Figure 1. Selected gate families.
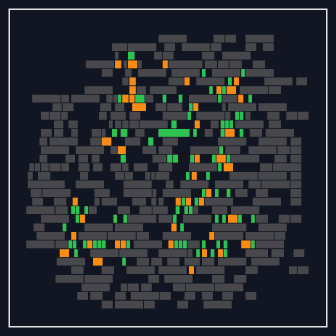
Figure 2. Routed clock nets over the placement.
Bar = 20 um.
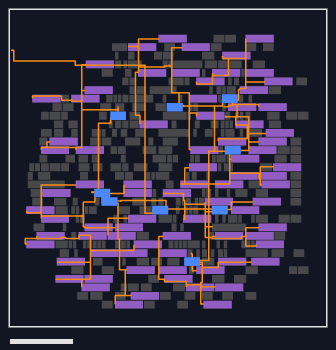
Figure 3. Placement view.
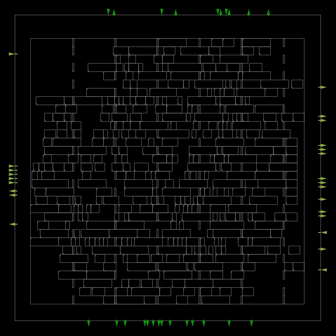
Figure 4. Placement by cell class.
Bar = 20 um.
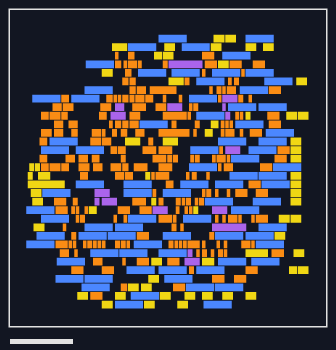
$ cat config.mk
export PLATFORM = sky130hd
export DESIGN_NAME = clb_cfg_loader
export DESIGN_NICKNAME = d
export VERILOG_FILES = /design/src/rtl/clb_cfg_loader.sv
export SDC_FILE = /design/constraint.sdc
export NUM_CORES = 1
export LEC_CHECK = 0
export ABC_AREA = 0
export CAP_MARGIN = 20
export CORE_MARGIN = 5
export CORE_UTILIZATION = 45
export CTS_BUF_LIST = sky130_fd_sc_hd__clkbuf_8
export DETAILED_ROUTE_END_ITERATION = 10
export GPL_TIMING_DRIVEN = 0
export PLACE_DENSITY = 0.69
export SYNTH_ARGS = -nofsm -noshare
export SYNTH_HDL_FRONTEND = slang
export SYNTH_SLANG_ARGS = --single-unit
$ cat constraint.sdc
create_clock -name clk -period 2.57 [get_ports clk]
set_input_delay 0.257 -clock clk [delete_from_list [all_inputs] [get_ports clk]]
set_output_delay 0.257 -clock clk [all_outputs]
set_load 0.02 [all_outputs]
$ cat src/rtl/clb_cfg_loader.sv
// -----------------------------------------------------------------------------
// clb_cfg_loader
//
// Configuration front end for the CLB fabric. It receives a byte-wide frame
// (sync byte, CFG_BYTES payload bytes, XOR checksum) and assembles the payload
// in a shadow register. The image is committed to the fabric's config bus only
// when the checksum matches, so a partial or corrupt frame never reaches the
// LUT/routing configuration.
//
// Ports:
//   clk        in   system clock, rising edge
//   rst_n      in   asynchronous active-low reset
//   cfg_data   in   [7:0]  configuration byte
//   cfg_valid  in   cfg_data valid this cycle
//   cfg_ready  out  loader accepts a byte this cycle (depends on state only)
//   cfg_abort  in   synchronous abort: drop the frame in progress, clear cfg_err
//   cfg_bits   out  [8*CFG_BYTES-1:0] committed configuration bus
//   cfg_load   out  one-cycle pulse when cfg_bits first shows a new image
//   cfg_done   out  sticky: at least one frame committed since reset
//   cfg_err    out  sticky checksum error, cleared by cfg_abort or reset
// -----------------------------------------------------------------------------
module clb_cfg_loader #(
    parameter int          CFG_BYTES = 4,
    parameter logic [7:0]  SYNC_BYTE = 8'hA5
) (
    input  logic                   clk,
    input  logic                   rst_n,
    input  logic [7:0]             cfg_data,
    input  logic                   cfg_valid,
    output logic                   cfg_ready,
    input  logic                   cfg_abort,
    output logic [8*CFG_BYTES-1:0] cfg_bits,
    output logic                   cfg_load,
    output logic                   cfg_done,
    output logic                   cfg_err
);

    localparam int BUS_W = 8 * CFG_BYTES;
    localparam int CNT_W = (CFG_BYTES > 1) ? $clog2(CFG_BYTES) : 1;
    localparam logic [CNT_W-1:0] LAST_IDX = CNT_W'(CFG_BYTES - 1);

    typedef enum logic [2:0] {
        S_IDLE,
        S_LOAD,
        S_CHECK,
        S_COMMIT,
        S_ERR
    } state_t;

    state_t             state;
    logic [BUS_W-1:0]   shadow;
    logic [7:0]         acc;
    logic [CNT_W-1:0]   cnt;
    logic               accept;

    // Ready is a pure function of state so upstream can never create a
    // combinational loop through cfg_valid.
    assign cfg_ready = (state == S_IDLE) || (state == S_LOAD) || (state == S_CHECK);
    assign accept    = cfg_valid && cfg_ready;

    // NOTE: all state here is updated with non-blocking assignments so every
    // register samples the values from before the edge, independent of the
    // order of statements in the block.
    always_ff @(posedge clk or negedge rst_n) begin
        if (!rst_n) begin
            state    <= S_IDLE;
            shadow   <= '0;
            acc      <= '0;
            cnt      <= '0;
            cfg_bits <= '0;
            cfg_load <= 1'b0;
            cfg_done <= 1'b0;
            cfg_err  <= 1'b0;
        end else begin
            // NOTE: cfg_load defaults low every cycle; only the COMMIT branch
            // raises it, which makes it a single-cycle pulse by construction.
            cfg_load <= 1'b0;

            if (cfg_abort) begin
                // Abort wins over any byte presented in the same cycle.
                state   <= S_IDLE;
                cfg_err <= 1'b0;
                cnt     <= '0;
                acc     <= '0;
            end else begin
                case (state)
                    S_IDLE: begin
                        if (accept && (cfg_data == SYNC_BYTE)) begin
                            state <= S_LOAD;
                            cnt   <= '0;
                            acc   <= '0;
                        end
                    end

                    S_LOAD: begin
                        if (accept) begin
                            // First payload byte lands in the LSBs.
                            shadow[8*cnt +: 8] <= cfg_data;
                            acc                <= acc ^ cfg_data;
                            if (cnt == LAST_IDX) begin
                                // Counter is left at the last index rather
                                // than wrapping; it is cleared on the next sync.
                                state <= S_CHECK;
                            end else begin
                                cnt <= cnt + CNT_W'(1);
                            end
                        end
                    end

                    S_CHECK: begin
                        if (accept) begin
                            if (cfg_data == acc) begin
                                state <= S_COMMIT;
                            end else begin
                                state   <= S_ERR;
                                cfg_err <= 1'b1;
                            end
                        end
                    end

                    S_COMMIT: begin
                        cfg_bits <= shadow;
                        cfg_load <= 1'b1;
                        cfg_done <= 1'b1;
                        state    <= S_IDLE;
                    end

                    S_ERR: begin
                        // Parked until cfg_abort; no bytes are accepted.
                    end

                    default: state <= S_IDLE;
                endcase
            end
        end
    end

endmodule

==> flow_summary.yaml <==
# physical design summary
layout:
  buffers: 61
  synthToLayoutAreaGrowth_pct: 21.5
  final_nets: 384
  regArea_um2: 2000
  dominant-cell-class: "flip-flops and latches"
  largest_registers: "cfg_bits (32), shadow (32), acc (8)"
  area_share_clock_buf_inv_pct: 4.76
  drive_above_1_share_pct: 24.8
  fillCellCount: 683
  comb_area_um2: 1470
  nClkBuffers: 9
  diodes: 0
  nMultiInputCombCells: 207
  inv_count: 7
  buffer_area_share_pct: 13.8
logic_synthesis:
  ff_type: "dfrtp_1"
  synthesis.nets: 330
  syn_inst: 312
  ys.flops: 80
  ys_types: 43
  ys_sh_simple_pct: 16.6
  synthAoiAreaFrac_pct: 10.1
  logic_family: "simple AND/OR/NAND/NOR gates"
  xor_area_share_pct: 1.20
  async_flop_share_pct: 100
  synth_warnings: 0
  adder_share_pct: 2.05
  top_area_share_pct: 54.7
  ys_chip_area_um2: 3660
  synth.cell_area_um2: 3660
  topCellsByArea: "dfrtp_1, mux2_2, nand2_1"
  top_area_cell: "dfrtp_1"
  synth_area_per_cell_um2: 11.7
  yosys-stat-cells: 312
  synth-edff-count: 0
  ys_seq_share_pct: 54.7
  synthMuxAreaShare_pct: 9.85
worst_setup_path:
  crit_path_end: "shadow[11]"
  worst-path-stages: 6
  cpMaxStageDelayCell: "nor3b_1"
  arrival_ns: 2.45
  reg2reg_to: "shadow[11]"
  r2r-start: "cnt[0]"
  worstPathMaxFanout: 8
  reg2reg_slack_ns: 0.38
  cp.required_ns: 2.83
  crit_path_start: "cnt[0]"
  worstRegToRegCells: 6
  crit_path_max_incr_delay_ns: 0.72
  worstSetupEndpointType: "flip-flop"
  crit_chain: "clkbuf_2 > inv_1 > ha_1 > nor3b_1 > nand2_1 > o21ai_0"
  worstSetupPathType: "reg -> reg"
  critical_path_buf_inv_count: 2
  start_kind: "flip-flop"
  cp_top_family: "simple AND/OR/NAND/NOR gates"
floorplan:
  die_h_um: 100
  die_area_um2: 10000
  die_x_um: 100
  initCoreUtil_pct: 46.9
  ios: 48
  tap_cells: 102
drt:
  drc_errors: 0
  highest_layer: "met4"
  wl_met1_um: 3470
  vias: 2510
  ant_nets: 0
  wl_met2_um: 3510
  finalWirelength_um: 7550
  routed-wl-met3_um: 416
  detail_route.first_pass.iterations: 5
  drt-wirelength-per-cell_um: 16.0
  vias_per_cell: 5.31
  drtIter0Drc: 66
placed_design:
  dp_hpwl_um: 5120
  dpl_cell_area_um2: 4210
  placedCellCount: 456
  routabilityCongestion: 0.763
  pre_cts_slack_ns: 0.261
  io_buffer_count: 41
run_status:
  status: "completed"
global_routing:
  use_met3_pct: 3.41
  grt_first_pass_wirelength_um: 12700
  grt_max_degree: 43
  grt_use_met1_pct: 21.9
  grt_pass1_vias: 2513
  grt-ovfl-total: 0
  use_met2_pct: 25.7
  antenna_found_initial: 0
  grt.busiest_layer: "met2"
  track_usage_pct: 16.3
final_timing:
  max_slew_margin_pct: 43.3
  slew_viol_final: 0
  fin_tns_setup_ns: 0
  clock.fmax_mhz: 456
  tightestPinTransition_ns: 0.848
  rsz0062_at_grt: "no"
  layout_min_cycle_time_ns: 2.19
  whs_ns: 0.176
  min_period_over_period_pct: 85.3
  setup_viol: 0
  fin_ws_ns: 0.377
  final-hold-violation-count: 0
clocking:
  h-tree-depth: 3
  tritoncts: "yes"
  clock_path_buffers: 2
  cts_resized: 0
  numCtsBuffers: 9
  cts_hold_buf: 1
  cts.clk_slew.worst_paths_ns: 0.08
  cts-root-buf: "clkbuf_8"
  clock_sinks: 80
  post_cts_buffers: 0
pwr:
  power_density_nw_per_um2: 534
  p_leak_nw: 2.04
  power_mw: 2.37
  peakVddDrop_v: 0.000290
job:
  cap_violations: 0
  tool_warnings: 31
min_path:
  min_path_type: "in -> reg"
About Figure 1:
legend:
  inverting AOI/OAI gates:
    color: orange
    cells: 42
    most_used: o21ai_0
  NAND gates:
    color: green
    cells: 77
    most_used: nand2_1
Comb area share: 33.0%
Commonest Layout Cell: dfrtp_1
Post-Layout Cell Count: 473

About Figure 2:
legend:
  clock drivers:
    color: blue
    count: 9
  clock wires:
    color: orange
    length: 986 um
  flip-flops:
    color: purple
    count: 80
flops lie: all over the die
Clock Latency Late Sink: 0.35 ns
Clk network pwr share: 42.1%
Clock Skews: 0.00662 ns
Clk power: 0.999 mW

About Figure 3:
Core Footprint: 7810 um2
row count: 32
flop count: 80

About Figure 4:
legend:
  other buffers and delay cells:
    color: yellow
    cells: 61
    share_of_their_area: 14%
  combinational and other logic:
    color: orange
    cells: 214
    share_of_their_area: 35%
  flops:
    color: blue
    cells: 80
    share_of_their_area: 46%
  clock drivers and dummy loads:
    color: purple
    cells: 16
    share_of_their_area: 4.9%
fraction of area in registers: 45.0%
post-route cell area: 4450 um2
utilization after layout: 56.9%

Yosys cell counts, types with 3 or more instances:
library cell,n
a221o_1,8
clkbuf_8,4
o21ai_0,24
inv_1,7
and3_1,3
buf_4,4
dfrtp_1,80
buf_2,3
clkbuf_2,4
nand3_1,6
nand2_1,67
o21ai_2,8
and2b_2,5
xor2_1,5
mux2_2,32
nor3b_1,12
ha_1,6
worst reg2reg max path, stage by stage, from the launching register on:
cell and delay (ns):
dfrtp_1 0.40, clkbuf_2 0.21, inv_1 0.12, ha_1 0.38
nor3b_1 0.72, nand2_1 0.10, o21ai_0 0.18
cell usage in the layout, fill, tap and decap left out, types with 2 or more instances in the layout:
cell type	instances
dfrtp_1	80
nand2_1	67
clkdlybuf4s50_1	40
mux2_2	32
o21ai_0	24
clkbuf_8	13
nor3b_1	10
inv_1	8
a221o_1	8
o21ai_2	8
nand3_1	6
ha_1	6
buf_4	5
and2b_2	5
xor2_1	5
clkbuf_2	4
buf_2	3
and3_1	3
clkinv_2	3
a21oi_1	2
buf_6	2
or2_2	2
nor2b_1	2
nor4_1	2
a31oi_1	2
o22ai_1	2
and2b_1	2
nor3b_2	2
bufinv_16	2
how the worst min path moves through the flow:
stage               slack (ns)  cells after the start   startpoint      endpoint
floorplan                -0.04                      0        rst_n        acc[0]
global placement          0.45                      1     cfg_done      cfg_done
detailed placement        0.27                      1        rst_n  cfg_bits[25]
CTS                       0.16                      2    cfg_abort       cfg_err
global route              0.17                      3  cfg_data[6]    shadow[14]
finish                    0.18                      2    cfg_abort       cfg_err
power by group:
part / total [mW] / internal, mW / switching (mW)
sequential: 1.27 / 1.26 / 0.00277
combinational: 0.107 / 0.0396 / 0.0674
clock: 0.999 / 0.540 / 0.459
Power and IR drop assume default switching activity.
